==> config.mk <==
export PLATFORM = sky130hd
export DESIGN_NAME = dispatch_sequencer
export DESIGN_NICKNAME = d
export VERILOG_FILES = /design/src/rtl/dispatch_sequencer.sv
export SDC_FILE = /design/constraint.sdc
export NUM_CORES = 1
export LEC_CHECK = 0
export CAP_MARGIN = 15
export CORE_UTILIZATION = 30
export CTS_CLUSTER_DIAMETER = 100
export DETAILED_ROUTE_END_ITERATION = 6
export GPL_TIMING_DRIVEN = 0
export PLACE_DENSITY = 0.54
export SKIP_CTS_REPAIR_TIMING = 1
export SYNTH_ARGS = -nofsm -noshare
export SYNTH_HDL_FRONTEND = slang
export SYNTH_SLANG_ARGS = --single-unit
==> constraint.sdc <==
create_clock -name clk -period 6.22 [get_ports clk]
set_input_delay 1.244 -clock clk [delete_from_list [all_inputs] [get_ports clk]]
set_output_delay 1.244 -clock clk [all_outputs]
set_load 0.01 [all_outputs]
Figure 1. Drive-strength map (run 1).
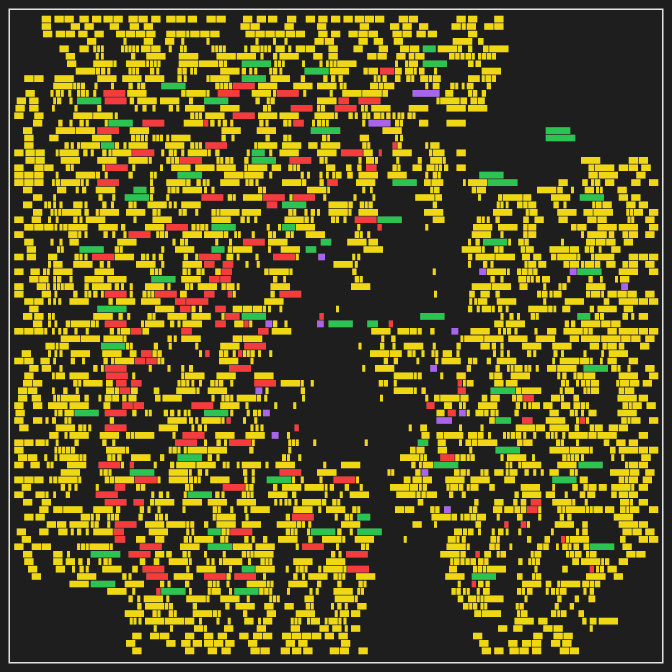
legend:
  x1 and smaller:
    color: yellow
    cells: 2,335
    share: 92%
  x6 and larger:
    color: green
    cells: 66
    share: 2.6%
  x3 and x4:
    color: purple
    cells: 17
    share: 0.67%
  x2:
    color: red
    cells: 125
    share: 4.9%
design area: 23,700 µm²
synth-to-layout area growth: 40.9%

Figure 2. Wiring heat map (run 1).
The die is cut into 24 by 24 equal tiles; dark blue is low, red is high, scaled to the fullest tile. Values are wire area over tile area, all layers added.
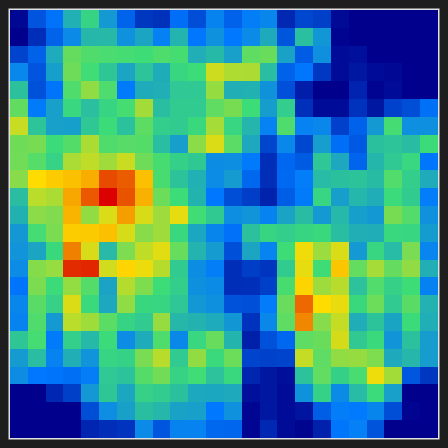
tiles over half the peak: 28%
emptiest ninth of the die: upper right
nearly empty tiles: 7.8%
Vias: 17,044
global-route usage over all layers: 0.266
final WL: 77.2 mm
wire per inst: 23.5 µm

Figure 3. Cell outlines without signal wires (run 1).
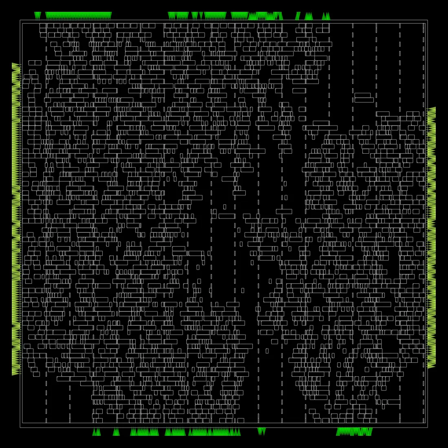
Core Box Area: 55,200 µm²
tap cell count: 748
Filler cells: 5,532

==> flow_summary.json, run 1 <==
{
  "numCtsBuffers": 44,
  "dp_hpwl_mm": 61.7,
  "grt_use_met3": 0.0576,
  "synth_nets": 2363,
  "drv_cap": 0,
  "ys_sh_adder": 0.00670,
  "holdPathStages": 2,
  "max_slew_margin": 0.145,
  "synthMuxAreaShare": 0.136,
  "ff2ff_path_depth": 13,
  "ys_seq_frac": 0.436,
  "firstDrtPassIters": 6,
  "ys.flops": 366,
  "grt_pass1_wl_mm": 110,
  "cp.depth": 10,
  "io_pins": 440,
  "worstMarginPinSlew_ns": 1.27,
  "status": "complete, no violations",
  "grt_busiest_layer": "met2",
  "synthArstFlopShare": 0,
  "viasPerCell": 5.18,
  "crit_family": "buffers and inverters",
  "leakage_nw": 8.38,
  "hold_viol": 0,
  "report.final.slew_viol_count": 0,
  "top_area_frac": 0.436,
  "fp_util": 0.304,
  "cp_slowest_cell": "dfxtp_1",
  "hold_class": "reg -> reg",
  "worstPathRequired_ns": 4.98,
  "antenna_cells": 0,
  "largest_reg_flops": 256,
  "topCellsByArea": "dfxtp_1 (44%), nand2_1 (15%), a21oi_1 (9.4%), mux4_2 (8.4%), mux2i_1 (2.6%)",
  "cts_num_sinks": 366,
  "overflow": 0,
  "fin_setup_tns_ns": 0,
  "syn-cell-area_um2": 16800,
  "timing.hold.ws_ns": 0.452,
  "synthXorXnorAreaFrac": 0.0136,
  "ys_top_logic_family": "simple AND/OR/NAND/NOR gates",
  "root_buffer": "clkbuf_16",
  "cp_num_buf_inv": 5,
  "gp_congestion": 0.913,
  "drc": 0,
  "aoi_share": 0.150,
  "cp-start-kind": "flip-flop",
  "die_w_um": 239,
  "min_period_over_period": 0.964,
  "antenna_found_initial": 5,
  "peakVddDrop_mv": 0.204,
  "simple_gate_share": 0.212,
  "top_area_cell": "dfxtp_1"
}
==> run 1: stage by stage <==
step | instance area (µm²) | cells | power (mW)
after floorplan | 16800 | 2025 | 3.46
after global placement | 22100 | 3212 | 4.23
after detailed placement | 22100 | 3212 | 4.26
after CTS | 23700 | 3291 | 7.00
after global routing | 23700 | 3291 | 7.22
final | 23700 | 3291 | 6.96
==> run 1: kinds of logic after synthesis <==
group / count (synthesis)
xor+xnor: 26
flops: 366
simple gates: 854
mux: 144
buf+inv: 180
fa+ha+maj: 9
compound gates: 446
==> run 1: synthesized netlist by cell type, types with 3 or more instances <==
cell and count:
buf_2 12, inv_1 24, a31oi_1 11, o21ai_0 30, nor2_1 35, xnor2_1 18, nand3_1 39, o211ai_1 10
and2_1 6, buf_1 11, buf_4 11, a21oi_1 317, mux4_2 63, nor4_1 14, mux2_2 34, o31a_1 3
o21a_1 5, nand2_1 656, nor3b_1 6, or4_1 5, xor2_1 8, ha_1 9, o311ai_1 5, and4_1 3
dfxtp_1 366, and3_1 15, or3_1 25, a2111oi_0 3, o21ai_1 3, o22ai_1 27, nor3_1 30, buf_6 4
clkbuf_1 116, mux2i_1 44, nand4_1 11, a211oi_1 6
==> run 1: worst min-delay path, stage by stage (launching register included) <==
cell and delay (ns):
dfxtp_1 0.30, nand2_1 0.05, a21oi_1 0.05
==> run 1: final cells by class <==
| class | count | area (µm²) |
|---|---|---|
| multi-input combinational | 1479 | 8710 |
| clock inverter | 16 | 244 |
| clock buffer | 63 | 1290 |
| timing repair buffer | 439 | 4390 |
| buffer | 154 | 671 |
| tap | 748 | 936 |
| fill | 5532 | 31500 |
| sequential | 366 | 7330 |
| inverter | 26 | 97.6 |
==> run 1: metal layers <==
metal  wire length (µm)  part of all wire  up-vias
met4               2640             0.034       10
met5                 60           0.00078        -
li1                   -                 -     7996
met1              30800              0.40     8213
met2              38000              0.49      693
met3               5750             0.074      132
==> run 1: power breakdown <==
group,leakage (nW),switching [mW],internal (mW),total (mW)
sequential,3.00,0.168,2.56,2.73
combinational,4.62,0.869,0.616,1.48
clock,0.756,1.09,1.66,2.75
total,8.38,2.13,4.83,6.96
==> run 2, diff against run 1 <==
CORE_ASPECT_RATIO = 1.1   (was default)
==> flow_summary.json, run 2 <==
{
  "path_class": "reg -> out",
  "flop_cell": "dfxtp_1",
  "endpoint_kind": "primary output",
  "synth-edff-count": 0,
  "hold_class": "reg -> reg",
  "core_area_um2": 55100,
  "die_w_um": 228,
  "cts_num_sinks": 366,
  "io_pins": 440,
  "max_slew_margin": 0.313,
  "drc": 0,
  "warning_count": 29,
  "topCellsByArea": "dfxtp_1 (44%), nand2_1 (15%), a21oi_1 (9.4%), mux4_2 (8.4%), mux2i_1 (2.6%)",
  "firstDrtPassIters": 5,
  "timing.hold.ws_ns": 0.454,
  "holdPathStages": 2,
  "grt.total_usage": 0.265,
  "vias": 17260,
  "min_period_over_period": 0.969,
  "dp_hpwl_mm": 61.5,
  "grt_max_degree": 14,
  "design_area_um2": 23500,
  "synthArstFlopShare": 0,
  "cp.arrival_ns": 4.79,
  "clkTransAtPathRegs_ns": 0.06,
  "syn-cell-area_um2": 16800,
  "worstMarginPinSlew_ns": 1.03,
  "leakage_nw": 8.33,
  "setup_viol": 0,
  "top_area_frac": 0.436,
  "ff2ff_path_depth": 14,
  "largest_reg_flops": 256,
  "viasPerCell": 5.27,
  "grt_pass1_vias": 17311,
  "synth_nets": 2363,
  "antenna_left": 0,
  "clock_skew_ns": 0.0201,
  "overflow": 0,
  "avgSynthCellArea_um2": 8.29,
  "gp_congestion": 0.909,
  "p_per_area_nw_per_um2": 288,
  "wl_per_cell_um": 23.4,
  "finalNonFillerCells": 3277,
  "path_max_fanout": 10,
  "fin_setup_tns_ns": 0,
  "dpl.cell_count": 3200,
  "htree_levels": 2,
  "cts_buffer_depth": 3,
  "grt_pass1_wl_mm": 110,
  "period_needed_ns": 6.03,
  "hold_viol": 0,
  "first_iter_violations": 1276,
  "rsz0062_at_grt": "false",
  "status": "complete, no violations",
  "fp_util": 0.305,
  "antenna_found_initial": 8,
  "report.final.slew_viol_count": 0,
  "synth_cell_types": 68,
  "synth.most_common_cell": "nand2_1",
  "numCtsBuffers": 42,
  "die_height_um": 250,
  "yosysWarnings": 0,
  "drv_cap": 0,
  "fmax_mhz": 166,
  "root_buffer": "clkbuf_16",
  "top_area_cell": "dfxtp_1",
  "ys_cells": 2025,
  "netlist_instances": 2025,
  "ys.flops": 366,
  "worstPathRequired_ns": 4.98,
  "drive_above_1_share": 0.0815,
  "top_cells_by_count": "nand2_1 (656), dfxtp_1 (366), a21oi_1 (317)",
  "yosysChipArea_um2": 16800,
  "finalWirelength_mm": 76.5,
  "rrSetupSlack_ns": 1.34,
  "syn_to_final_growth_pct": 40.0,
  "portBuffers": 439,
  "cts_tree": "done",
  "cp-start-kind": "flip-flop",
  "clkLatencyLatePin_ns": 0.59,
  "ys_seq_frac": 0.436,
  "peakVddDrop_mv": 0.189,
  "lay_top_count": "nand2_1",
  "place_area_um2": 22100
}
[run 2: cell counts after synthesis]
Identical to the previous run, type by type.
[run 2: worst max-delay path: stages (launching register included)]
cell	delay, ns
dfxtp_1	0.54
clkbuf_4	0.37
buf_2	0.35
buf_2	0.39
buf_2	0.39
mux4_2	0.43
nor3_1	0.18
a21oi_1	0.06
nor3_1	0.45
and4b_1	0.43
nor2_1	0.09
clkdlybuf4s50_1	0.50
[run 2: layout make-up]
| cell class | count | area, µm² | share of cell area |
|---|---|---|---|
| diodes | 1 | 2.50 | 0.000106 |
| plain buffers | 154 | 668 | 0.0284 |
| clock buffers | 56 | 1180 | 0.0503 |
| clock inverters | 19 | 214 | 0.00910 |
| inverters | 26 | 97.6 | 0.00415 |
| multi-input cells | 1479 | 8710 | 0.370 |
| flip-flops and latches | 366 | 7330 | 0.312 |
| well taps | 736 | 921 | 0.0392 |
| repair buffers | 440 | 4400 | 0.187 |
[run 2: cell families (layout without fill, tap and decap cells)]
| kind of cell | count (synthesis) | after routing | share of synthesized area |
|---|---|---|---|
| AND-OR/OR-AND | 446 | 446 | 0.150 |
| XOR/XNOR | 26 | 26 | 0.0136 |
| adder cells (fa/ha/maj) | 9 | 9 | 0.00670 |
| buffers and inverters | 180 | 695 | 0.0454 |
| flip-flops | 366 | 366 | 0.436 |
| multiplexers | 144 | 144 | 0.136 |
| other | 0 | 1 | 0 |
| AND/OR/NAND/NOR | 854 | 854 | 0.212 |
[run 2: power breakdown]
part           internal (mW)  switching (mW)  total (mW)
logic                  0.616           0.852        1.47
clock network           1.47            1.09        2.56
registers               2.56           0.176        2.73
[run 2: through the flow]
step / worst slack, ns / power [mW]
after floorplan: 2.22 / 3.46
after global placement: 0.612 / 4.22
after detailed placement: 0.607 / 4.24
after CTS: -0.0121 / 6.79
after global routing: 0.0189 / 7.02
final: 0.190 / 6.76
[run 2: layer usage]
| layer | global-route usage | wire length (µm) | vias up |
|---|---|---|---|
| met5 | 0 | 89 | - |
| met4 | 0.114 | 3250 | 14 |
| met3 | 0.0467 | 5470 | 164 |
| met2 | 0.464 | 37700 | 770 |
| met1 | 0.313 | 30000 | 8307 |
| li1 | - | - | 8005 |
Figure 4. Cell outlines without signal wires (run 2).
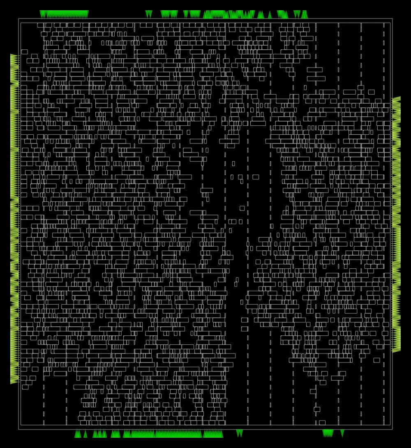
flip-flops: 366
Filler cells: 5,570
# rows: 90
final core occ: 0.427

Power and IR drop assume default switching activity.
